## config.mk

```make
export PLATFORM = sky130hd
export DESIGN_NAME = fetch_queue_flat
export DESIGN_NICKNAME = d
export VERILOG_FILES = /design/src/rtl/fetch_queue_pkg.sv /design/src/rtl/fetch_queue_if.sv /design/src/rtl/fetch_queue_fifo.sv /design/src/rtl/fetch_queue.sv /design/src/flat_wrapper.sv
export SDC_FILE = /design/constraint.sdc
export NUM_CORES = 1
export LEC_CHECK = 0
export CAP_MARGIN = 20
export CORE_ASPECT_RATIO = 1.4
export CORE_MARGIN = 4
export CORE_UTILIZATION = 43
export DETAILED_ROUTE_END_ITERATION = 8
export GPL_ROUTABILITY_DRIVEN = 0
export GPL_TIMING_DRIVEN = 0
export PLACE_DENSITY = 0.63
export SLEW_MARGIN = 10
export SYNTH_ARGS = -nofsm -noshare
export SYNTH_HDL_FRONTEND = slang
export SYNTH_HIERARCHICAL = 1
export SYNTH_SLANG_ARGS = --single-unit
```

## constraint.sdc

```tcl
create_clock -name clk -period 3.5 [get_ports clk]
set_input_delay 0.35 -clock clk [delete_from_list [all_inputs] [get_ports clk]]
set_output_delay 0.35 -clock clk [all_outputs]
set_load 0.03 [all_outputs]
```

## src/rtl/fetch_queue_pkg.sv

```systemverilog
// Shared CPU constants and fetch-queue defaults/entry layout.
package fetch_queue_pkg;

  localparam int unsigned XLEN     = 32;
  localparam logic [XLEN-1:0] PC_RESET = 32'h1c00_0000;

  localparam int unsigned     FQ_DEPTH    = 4;
  localparam logic [XLEN-1:0] FQ_NOP_INST = 32'h0340_0000;

  typedef struct packed {
    logic [XLEN-1:0] pc;
    logic [XLEN-1:0] inst;
    logic            adef;
  } fq_entry_t;

  // Misaligned fetches never reach decode with real data; a NOP carries the ADEF flag instead.
  function automatic fq_entry_t fq_make_entry(input logic [XLEN-1:0] pc,
                                              input logic [XLEN-1:0] rdata,
                                              input logic            adef,
                                              input logic [XLEN-1:0] nop_inst);
    fq_entry_t e;
    e.pc   = pc;
    e.inst = adef ? nop_inst : rdata;
    e.adef = adef;
    return e;
  endfunction

endpackage

```

## src/rtl/fetch_queue_if.sv

```systemverilog
// IF1/icache request side and decode handshake side of the fetch queue.
interface fetch_queue_if;
  import fetch_queue_pkg::*;

  logic            if1_req;
  logic [XLEN-1:0] if1_pc;
  logic            if1_adef;
  logic            pc_wen;
  logic            icache_rvalid;
  logic [XLEN-1:0] icache_rdata;
  logic            id_valid;
  logic            id_ready;
  logic [XLEN-1:0] id_pc;
  logic [XLEN-1:0] id_inst;
  logic            id_adef;

  modport master (
    output if1_req, if1_pc, if1_adef, icache_rvalid, icache_rdata, id_ready,
    input  pc_wen, id_valid, id_pc, id_inst, id_adef
  );

  modport slave (
    input  if1_req, if1_pc, if1_adef, icache_rvalid, icache_rdata, id_ready,
    output pc_wen, id_valid, id_pc, id_inst, id_adef
  );

endinterface

```

## src/rtl/fetch_queue_fifo.sv

```systemverilog
// Circular entry storage for fetched instructions; storage itself is not reset.
module fetch_fifo
  import fetch_queue_pkg::*;
#(
  parameter int unsigned DEPTH = FQ_DEPTH
) (
  input  logic                     clk,
  input  logic                     rst_n,
  input  logic                     clear,
  input  logic                     push,
  input  fq_entry_t                push_entry,
  input  logic                     pop,
  output fq_entry_t                head_entry,
  output logic [$clog2(DEPTH):0]   count
);

  localparam int unsigned PW = $clog2(DEPTH);

  fq_entry_t        mem [DEPTH];
  logic [PW-1:0]    head;
  logic [PW-1:0]    tail;

  // Power-of-two depth lets the pointers wrap by natural overflow.
  always_ff @(posedge clk) begin
    if (!rst_n || clear) begin
      head  <= '0;
      tail  <= '0;
      count <= '0;
    end else begin
      if (push) tail <= tail + 1'b1;
      if (pop)  head <= head + 1'b1;
      if (push && !pop)      count <= count + 1'b1;
      else if (pop && !push) count <= count - 1'b1;
    end
  end

  always_ff @(posedge clk) begin
    if (push) mem[tail] <= push_entry;
  end

  assign head_entry = mem[head];

endmodule

```

## src/rtl/fetch_queue.sv

```systemverilog
// Fetch queue between IF1/icache and decode: pending-request register, credit check, FIFO.
module fetch_queue
  import fetch_queue_pkg::*;
#(
  parameter int unsigned     DEPTH    = FQ_DEPTH,
  parameter logic [XLEN-1:0] NOP_INST = FQ_NOP_INST
) (
  input  logic                clk,
  input  logic                rst_n,
  input  logic                flush,
  fetch_queue_if.slave        bus
);

  localparam int unsigned CW = $clog2(DEPTH) + 1;

  logic            pend_valid;
  logic [XLEN-1:0] pend_pc;
  logic            pend_adef;

  logic [CW-1:0]   count;
  logic [CW:0]     occupancy;
  logic            accept;
  logic            push;
  logic            pop;
  fq_entry_t       push_entry;
  fq_entry_t       head_entry;

  // The in-flight request already owns a slot, so credit counts it alongside stored entries.
  always_comb begin
    occupancy     = {1'b0, count} + (CW+1)'(pend_valid);
    bus.pc_wen    = !flush && (!rst_n || (occupancy < (CW+1)'(DEPTH)));
    accept        = bus.if1_req && bus.pc_wen;
    push          = bus.icache_rvalid && pend_valid && !flush;
    bus.id_valid  = rst_n && (count != '0);
    pop           = bus.id_valid && bus.id_ready && !flush;
    push_entry    = fq_make_entry(pend_pc, bus.icache_rdata, pend_adef, NOP_INST);
    bus.id_pc     = head_entry.pc;
    bus.id_inst   = head_entry.inst;
    bus.id_adef   = head_entry.adef;
  end

  always_ff @(posedge clk) begin
    if (!rst_n || flush) begin
      pend_valid <= 1'b0;
    end else if (accept) begin
      pend_valid <= 1'b1;
    end else if (push) begin
      pend_valid <= 1'b0;
    end
  end

  always_ff @(posedge clk) begin
    if (accept) begin
      pend_pc   <= bus.if1_pc;
      pend_adef <= bus.if1_adef;
    end
  end

  fetch_fifo #(
    .DEPTH (DEPTH)
  ) u_fifo (
    .clk        (clk),
    .rst_n      (rst_n),
    .clear      (flush),
    .push       (push),
    .push_entry (push_entry),
    .pop        (pop),
    .head_entry (head_entry),
    .count      (count)
  );

endmodule

```

## src/flat_wrapper.sv

```systemverilog
// flat-port wrapper written by rule: the top's interface ports become plain ports
module fetch_queue_flat import fetch_queue_pkg::*;
#(
  parameter int unsigned     DEPTH    = FQ_DEPTH,
  parameter logic [XLEN-1:0] NOP_INST = FQ_NOP_INST
)
  (clk, rst_n, flush, bus_if1_req, bus_if1_pc, bus_if1_adef, bus_icache_rvalid, bus_icache_rdata, bus_id_ready, bus_pc_wen, bus_id_valid, bus_id_pc, bus_id_inst, bus_id_adef);
  fetch_queue_if bus_i ();
  input  logic clk;
  input  logic rst_n;
  input  logic flush;
  input wire logic [$bits(bus_i.if1_req)-1:0] bus_if1_req;
  input wire logic [$bits(bus_i.if1_pc)-1:0] bus_if1_pc;
  input wire logic [$bits(bus_i.if1_adef)-1:0] bus_if1_adef;
  input wire logic [$bits(bus_i.icache_rvalid)-1:0] bus_icache_rvalid;
  input wire logic [$bits(bus_i.icache_rdata)-1:0] bus_icache_rdata;
  input wire logic [$bits(bus_i.id_ready)-1:0] bus_id_ready;
  output wire logic [$bits(bus_i.pc_wen)-1:0] bus_pc_wen;
  output wire logic [$bits(bus_i.id_valid)-1:0] bus_id_valid;
  output wire logic [$bits(bus_i.id_pc)-1:0] bus_id_pc;
  output wire logic [$bits(bus_i.id_inst)-1:0] bus_id_inst;
  output wire logic [$bits(bus_i.id_adef)-1:0] bus_id_adef;
  assign bus_i.if1_req = bus_if1_req;
  assign bus_i.if1_pc = bus_if1_pc;
  assign bus_i.if1_adef = bus_if1_adef;
  assign bus_i.icache_rvalid = bus_icache_rvalid;
  assign bus_i.icache_rdata = bus_icache_rdata;
  assign bus_i.id_ready = bus_id_ready;
  assign bus_pc_wen = bus_i.pc_wen;
  assign bus_id_valid = bus_i.id_valid;
  assign bus_id_pc = bus_i.id_pc;
  assign bus_id_inst = bus_i.id_inst;
  assign bus_id_adef = bus_i.id_adef;
  fetch_queue #(.DEPTH(DEPTH), .NOP_INST(NOP_INST)) u_core (.clk(clk), .rst_n(rst_n), .flush(flush), .bus(bus_i));
endmodule
```

Fig. 1: congestion heat map
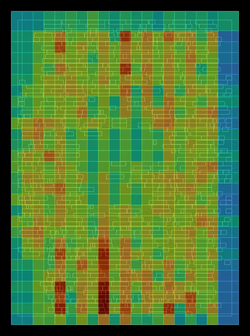
Global Route met3 Usage: 2.285%
All-Layer GR Usage: 14.70%
detail-routed net length per standard cell: 21.01 um
most congested layer reported by global routing: met2

Fig. 2: routed clock nets over the placement
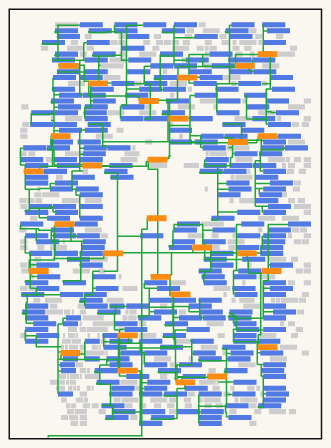
clock wires -> green  # length 3140 um
flip-flops -> blue  # count 303
cells driving clock nets -> orange  # count 28
routed clock nets = 29
flops lie = widely spread

Fig. 3: placed cells, one color a class
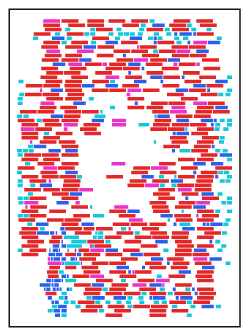
flip-flops -> red  # cells 303
all other logic -> blue  # cells 142
other buffers and delay cells -> cyan  # cells 160
clock drivers and dummy loads -> magenta  # cells 50

Fig. 4: I/O pins on the die edge
Pins as bars across the die edge, other pins in gray.
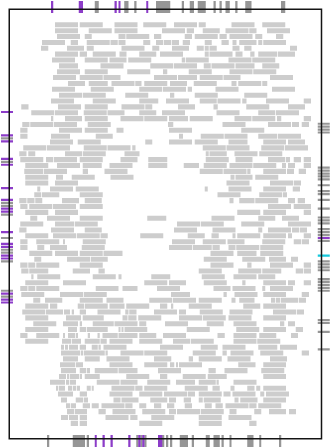
bus_if1_pc -> purple  # pins 32, direction input, edge 17 left, 8 bottom, 6 top, 1 right
bus_if1_adef -> cyan  # pins 1, direction input, edge right
all pins by edge = 39 bottom, 36 right, 35 top, 28 left
die boundary height: 198.6 um
Horiz. Die Dim: 144.2 um
number of buffers added on ports: 137

==> impl_metrics.xml <==
<?xml version="1.0" encoding="UTF-8"?>
<metrics>
  <group name="final_layout">
    <metric name="logic_area" unit="mm2">0.001999</metric>
    <metric name="n_multi_input_combinational_cell" unit="">138</metric>
    <metric name="largest_register_ff_count" unit="">260</metric>
    <metric name="antenna_cells_inserted" unit="">0</metric>
    <metric name="clock_buffers" unit="">32</metric>
    <metric name="comb_area_share" unit="%">14.26</metric>
    <metric name="final-nonclk-buf-share" unit="%">11.93</metric>
  </group>
  <group name="setup_path">
    <metric name="r2r_end" unit="">u_core/u_fifo/count[2]$_SDFFE_PP0P_</metric>
    <metric name="crit_chain" unit="">buf_2 &gt; buf_2 &gt; mux4_2 &gt; clkdlybuf4s50_1</metric>
    <metric name="crit_end" unit="">bus_id_inst[30]</metric>
    <metric name="critPathMaxStageDelay" unit="ns">0.62</metric>
  </group>
  <group name="clock_tree">
    <metric name="cts_post_setup_buffers_inserted" unit="">0</metric>
    <metric name="cts_inserted_buffers" unit="">28</metric>
  </group>
  <group name="final_timing">
    <metric name="timing.final.crit_share" unit="%">81.06</metric>
    <metric name="finalMaxSlewViolations" unit="">0</metric>
    <metric name="final_setup_skew" unit="ns">0.009675</metric>
    <metric name="setup-tns-final" unit="ns">0</metric>
    <metric name="setup_viol" unit="">0</metric>
    <metric name="hold_violations" unit="">0</metric>
  </group>
  <group name="power_and_ir_drop">
    <metric name="share_comb_of_total_power" unit="%">2.8</metric>
    <metric name="seq_cell_power" unit="mW">4.01</metric>
    <metric name="vdd_drop_max" unit="uV">454.3</metric>
    <metric name="fraction_of_power_consumed_by_the_clock_network" unit="%">41.9</metric>
    <metric name="power_in_the_clock_group" unit="mW">3.04</metric>
    <metric name="pwr.group.combinational" unit="mW">0.200</metric>
  </group>
  <group name="yosys">
    <metric name="synth.distinct_cells" unit="">30</metric>
    <metric name="post_synth_main_logic_family" unit="">multiplexers</metric>
    <metric name="aoi_share" unit="%">0.3250</metric>
    <metric name="postSynthSeqShare" unit="%">80.61</metric>
    <metric name="yosys.area_share.xor_xnor" unit="%">0.3923</metric>
    <metric name="synth_area_per_cell" unit="um2">24.11</metric>
  </group>
  <group name="global_route">
    <metric name="met2_demand_to_capacity_share_in_global_routing" unit="%">26.96</metric>
    <metric name="met1_usage" unit="%">18.11</metric>
  </group>
  <group name="die">
    <metric name="design.portCount" unit="">138</metric>
  </group>
  <group name="status">
    <metric name="run_status" unit="">finished, final reports clean</metric>
  </group>
  <group name="routing">
    <metric name="met2_length" unit="um">11370</metric>
    <metric name="via_per_inst" unit="">5.164</metric>
  </group>
  <group name="hold_path">
    <metric name="hold_class" unit="">in2reg</metric>
    <metric name="worst_hold_path.num_cells" unit="">1</metric>
  </group>
  <group name="run">
    <metric name="cap_viol_max_count" unit="">0</metric>
  </group>
</metrics>
